**Met2 routing**

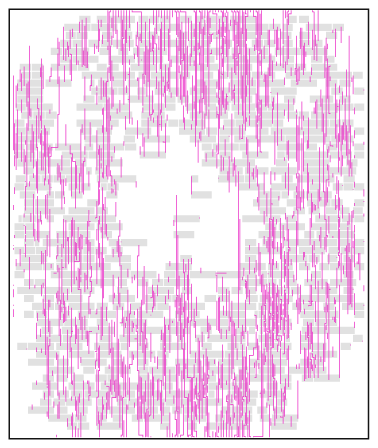
**M1 wires**

Supply wires on this layer in grey.
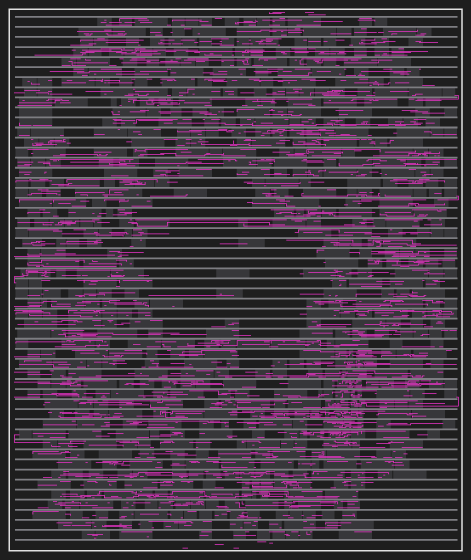
**Sequential cells coloured by netlist name**

Other sequential cells in the stronger grey, the rest of the logic in the fainter grey.
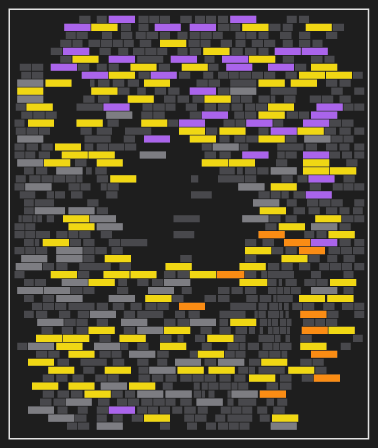
**Nets reached from selected ports**

The bar under the picture is 20 um long.
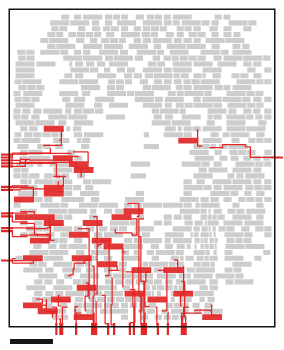
<file path="config.mk">
export PLATFORM = sky130hd
export DESIGN_NAME = arith_decode
export DESIGN_NICKNAME = d
export VERILOG_FILES = /design/src/rtl/arith_decode_pkg.sv /design/src/rtl/arith_decode_comb.sv /design/src/rtl/arith_decode.sv
export SDC_FILE = /design/constraint.sdc
export NUM_CORES = 1
export LEC_CHECK = 0
export CORE_ASPECT_RATIO = 1.2
export CORE_UTILIZATION = 51
export CTS_CLUSTER_SIZE = 40
export DETAILED_ROUTE_END_ITERATION = 10
export PLACE_DENSITY = 0.87
export SYNTH_ARGS = -nofsm -noshare
export SYNTH_HDL_FRONTEND = slang
export SYNTH_HIERARCHICAL = 1
export SYNTH_SLANG_ARGS = --single-unit
</file>
<file path="constraint.sdc">
create_clock -name clk -period 4.58 [get_ports clk]
set_clock_uncertainty 0.05 [all_clocks]
set_input_delay 1.374 -clock clk [delete_from_list [all_inputs] [get_ports clk]]
set_output_delay 1.374 -clock clk [all_outputs]
set_load 0.02 [all_outputs]
</file>
<file path="src/rtl/arith_decode_pkg.sv">
// arith_decode_pkg: shared encodings and bundle types for the arith decode stage.
package arith_decode_pkg;
  localparam int XLEN = 32;
  localparam logic [9:0] OP0 = 10'd1 << 0;
  localparam logic [9:0] OP1 = 10'd1 << 1;
  localparam logic [9:0] OP2 = 10'd1 << 2;
  localparam logic [9:0] OP3 = 10'd1 << 3;
  localparam logic [9:0] OP4 = 10'd1 << 4;
  localparam logic [9:0] OP5 = 10'd1 << 5;
  localparam logic [9:0] OP6 = 10'd1 << 6;
  localparam logic [9:0] OP7 = 10'd1 << 7;
  localparam logic [9:0] OP8 = 10'd1 << 8;
  localparam logic [9:0] OP9 = 10'd1 << 9;
  localparam logic [1:0] RN = 2'd0;
  localparam logic [1:0] RR = 2'd1;
  localparam logic [1:0] RI = 2'd2;
  localparam logic [6:0] OPC_OP = 7'b0110011;
  localparam logic [6:0] OPC_OPIMM = 7'b0010011;
  localparam logic [6:0] F7_ALT = 7'b0100000;
  typedef struct packed {
    logic [9:0]      aop;
    logic [1:0]      rr_ri;
    logic [4:0]      rs1;
    logic [4:0]      rs2;
    logic [4:0]      rd;
    logic [XLEN-1:0] imm;
    logic            is_alu;
    logic            illegal;
  } dec_t;
  typedef struct packed {
    logic [XLEN-1:0] pc;
    dec_t            dec;
  } bundle_t;
  localparam bundle_t BUNDLE_RST = '{pc: '0, dec: '{aop: OP0, rr_ri: RN, rs1: '0, rs2: '0, rd: '0,
                                                   imm: '0, is_alu: 1'b0, illegal: 1'b0}};
endpackage

</file>
<file path="src/rtl/arith_decode_comb.sv">
// arith_decode_comb: pure RV32I OP/OP-IMM field decode into the arith control bundle.
module arith_decode_comb
  import arith_decode_pkg::*;
(
  input  logic [31:0] instr_i,
  output dec_t        dec_o
);
  logic [6:0] opc;
  logic [6:0] f7;
  logic [2:0] f3;
  logic       is_op;
  logic       is_imm;
  logic       shift;
  logic       alt;
  logic       bad;
  logic [3:0] idx;
  always_comb begin
    opc = instr_i[6:0];
    f3 = instr_i[14:12];
    f7 = instr_i[31:25];
    is_op = opc == OPC_OP;
    is_imm = opc == OPC_OPIMM;
    shift = f3 == 3'd1 || f3 == 3'd5;
    alt = f7 == F7_ALT;
    bad = is_op ? f7 != '0 && !(alt && (f3 == 3'd0 || f3 == 3'd5))
                : is_imm && shift && f7 != '0 && !(alt && f3 == 3'd5);
    // ALT funct7 selects SUB (reg-reg only) or SRA/SRAI
    idx = alt && f3 == 3'd0 && is_op ? 4'd8 : alt && f3 == 3'd5 ? 4'd9 : {1'b0, f3};
    dec_o.aop = (is_op || is_imm) && !bad ? 10'd1 << idx : OP0;
    dec_o.rr_ri = is_op ? RR : is_imm ? RI : RN;
    dec_o.rs1 = instr_i[19:15];
    dec_o.rs2 = instr_i[24:20];
    dec_o.rd = instr_i[11:7];
    dec_o.imm = !is_imm ? '0 : shift ? {27'b0, instr_i[24:20]} : {{20{instr_i[31]}}, instr_i[31:20]};
    dec_o.is_alu = is_op || is_imm;
    dec_o.illegal = bad;
  end
endmodule

</file>
<file path="src/rtl/arith_decode.sv">
// arith_decode: registered decode stage with optional skid buffer feeding the arith unit.
module arith_decode
  import arith_decode_pkg::*;
#(
  parameter int XLEN = 32,
  parameter bit SKID = 1'b1
) (
  input  logic            clk,
  input  logic            rst_n,
  input  logic            flush,
  input  logic            in_valid,
  output logic            in_ready,
  input  logic [31:0]     in_instr,
  input  logic [XLEN-1:0] in_pc,
  output logic            out_valid,
  input  logic            out_ready,
  output logic [XLEN-1:0] out_pc,
  output logic [9:0]      out_aop,
  output logic [1:0]      out_rr_ri,
  output logic [4:0]      out_rs1,
  output logic [4:0]      out_rs2,
  output logic [4:0]      out_rd,
  output logic [XLEN-1:0] out_imm,
  output logic            out_is_alu,
  output logic            out_illegal
);
  dec_t    dec;
  bundle_t in_b, out_q, out_d, skid_q, skid_d;
  logic    out_v_q, out_v_d, skid_v_q, skid_v_d, load, acc;
  arith_decode_comb u_comb (.instr_i(in_instr), .dec_o(dec));
  assign in_b = '{pc: in_pc, dec: dec};
  assign load = !out_v_q || out_ready;
  // with a skid buffer in_ready depends only on a flop, breaking the ready path
  assign in_ready = SKID ? !skid_v_q : load;
  assign acc = in_valid && in_ready;
  always_comb begin
    out_d = !load ? out_q : skid_v_q ? skid_q : acc ? in_b : out_q;
    out_v_d = !flush && (load ? skid_v_q || acc : out_v_q);
    skid_d = acc && !load ? in_b : skid_q;
    skid_v_d = !flush && SKID && !load && (skid_v_q || acc);
  end
  always_ff @(posedge clk or negedge rst_n) begin
    if (!rst_n) begin
      out_q <= BUNDLE_RST;
      skid_q <= BUNDLE_RST;
      out_v_q <= 1'b0;
      skid_v_q <= 1'b0;
    end else begin
      out_q <= out_d;
      skid_q <= skid_d;
      out_v_q <= out_v_d;
      skid_v_q <= skid_v_d;
    end
  end
  assign out_valid = out_v_q;
  assign out_pc = out_q.pc;
  assign out_aop = out_q.dec.aop;
  assign out_rr_ri = out_q.dec.rr_ri;
  assign out_rs1 = out_q.dec.rs1;
  assign out_rs2 = out_q.dec.rs2;
  assign out_rd = out_q.dec.rd;
  assign out_imm = out_q.dec.imm;
  assign out_is_alu = out_q.dec.is_alu;
  assign out_illegal = out_q.dec.illegal;
endmodule
</file>
==> flow_results.xml <==
<?xml version="1.0" encoding="UTF-8"?>
<metrics>
  <group name="cells_and_area">
    <metric name="layout_top_cells" unit="">185 x dfrtp_1, 162 x clkdlybuf4s50_1, 139 x mux2_2, 137 x mux2_1, 17 x clkbuf_16</metric>
    <metric name="finalInstanceArea" unit="um^2">10830</metric>
    <metric name="post_layout_nonfiller_instances" unit="">942</metric>
    <metric name="layout.nets" unit="">782</metric>
    <metric name="buffers_excl_clock" unit="">171</metric>
    <metric name="finalCoreUtilization" unit="">0.6401</metric>
    <metric name="layout_top_cell" unit="">dfrtp_1</metric>
    <metric name="clkbuf_count" unit="">17</metric>
    <metric name="sh_seq_area" unit="">0.4351</metric>
    <metric name="final-comb-area" unit="um^2">3545</metric>
    <metric name="layout.buffer.nonclock.area_share" unit="">0.1587</metric>
    <metric name="inverters_excl_clock" unit="">3</metric>
  </group>
  <group name="clock_network">
    <metric name="tritoncts.num_buffers" unit="">17</metric>
    <metric name="cts_resized" unit="">0</metric>
    <metric name="cts.hold.buffers_added" unit="">0</metric>
    <metric name="clk_pin_slew_worst_paths" unit="ps">70</metric>
  </group>
  <group name="placement">
    <metric name="placedInstanceArea" unit="um^2">10250</metric>
    <metric name="half_perimeter_wire_length_of_the_detailed_placement_result" unit="mm">11.16</metric>
    <metric name="portBuffers" unit="">163</metric>
  </group>
  <group name="final_timing">
    <metric name="max_freq" unit="MHz">295.9</metric>
    <metric name="final_max_slew_viol_count" unit="">0</metric>
    <metric name="setup_viol_count_final" unit="">0</metric>
    <metric name="grt_setup_unrepaired" unit="">false</metric>
    <metric name="layout_worst_path_cycle_share" unit="">0.7378</metric>
  </group>
  <group name="drt">
    <metric name="avgViaCountPerCell" unit="">5.348</metric>
    <metric name="drc" unit="">0</metric>
  </group>
  <group name="hold_path">
    <metric name="min_delay_src" unit="">skid_q[86]</metric>
  </group>
  <group name="synth">
    <metric name="postSynthRegisterBits" unit="">188</metric>
    <metric name="ys_sh_mux" unit="">0.3577</metric>
    <metric name="synth.most_common_cell" unit="">dfrtp_1</metric>
    <metric name="synth-seq-area-share" unit="">0.5340</metric>
    <metric name="yosys_area" unit="um^2">8815</metric>
  </group>
  <group name="setup_path">
    <metric name="critPathMaxFanout" unit="">44</metric>
    <metric name="critical-path-top-delay-family" unit="">flip-flops</metric>
    <metric name="timing.critical_path.buf_inv" unit="">2</metric>
    <metric name="arrival_worst_endpoint" unit="ps">1960</metric>
    <metric name="regToRegEndpoint" unit="">out_imm[19]</metric>
    <metric name="critical_path_required" unit="ps">3160</metric>
  </group>
  <group name="floorplan">
    <metric name="rows" unit="">52</metric>
  </group>
  <group name="run_status">
    <metric name="result_of_the_run" unit="">completed</metric>
  </group>
  <group name="global_routing">
    <metric name="antenna_found_initial" unit="">0</metric>
    <metric name="pin_count_of_the_biggest_net_entering_global_routing" unit="">86</metric>
    <metric name="globalRouteTotalUtil" unit="">0.2066</metric>
    <metric name="via_count_of_the_first_global_routing_pass" unit="">5592</metric>
  </group>
  <group name="run">
    <metric name="max_cap_violations" unit="">0</metric>
  </group>
</metrics>
-- 'met2 routing' (at the start) --
The longest straight run is 53.4 um. The layer holds 54% of the routed length. The wires run mostly vertical. The layer carries 9,100 um of wire. 745 nets have wire on it.
met2 global-route usage: 0.3573
wirelength, routed: 17.00 mm
vias: 5,038

-- 'M1 wires' (at the start) --
The layer carries 6,990 um of wire. The longest straight run is 48.8 um.

-- 'sequential cells coloured by netlist name' (at the start) --
Yellow stands for skid_q, sequential cells 93, where spread over the die. Orange stands for out_aop, sequential cells 10. Purple stands for out_pc, sequential cells 32.
Another 53 sequential cells are not coloured.

-- 'nets reached from selected ports' (at the start) --
Red stands for out_imm, bits 32, direction output, edge 19 bottom, 12 left, 1 right, end cells 32, wire 1,150 um.

## flip-flops by register name, summed over array words and instances (netlist names)
signal       flops
out_pc          32
skid_v_q         1
out_aop         10
skid_q          93
out_illegal      1
out_valid        1
out_rr_ri        2
out_rd           5
out_rs1          5
out_is_alu       1
out_rs2          5
out_imm         32
## report_power, final
part	internal (W)	switching [W]	leakage [nW]	total [W]
combinational	0.000314	0.000259	2.17	0.000573
clock	0.000768	0.000671	0.280	0.00144
sequential	0.00183	0.0000855	2.42	0.00191
## metal layers
| metal | vias to the layer above | GRT usage | wire length (um) |
|---|---|---|---|
| li1 | 2311 | - | - |
| met1 | 2609 | 0.2502 | 6992 |
| met2 | 98 | 0.3573 | 9103 |
| met3 | 20 | 0.04414 | 614 |
| met4 | 0 | 0.07593 | 287 |
| met5 | - | 0 | 0 |
Power figures rest on the tool's default switching activity, not on a simulated workload.
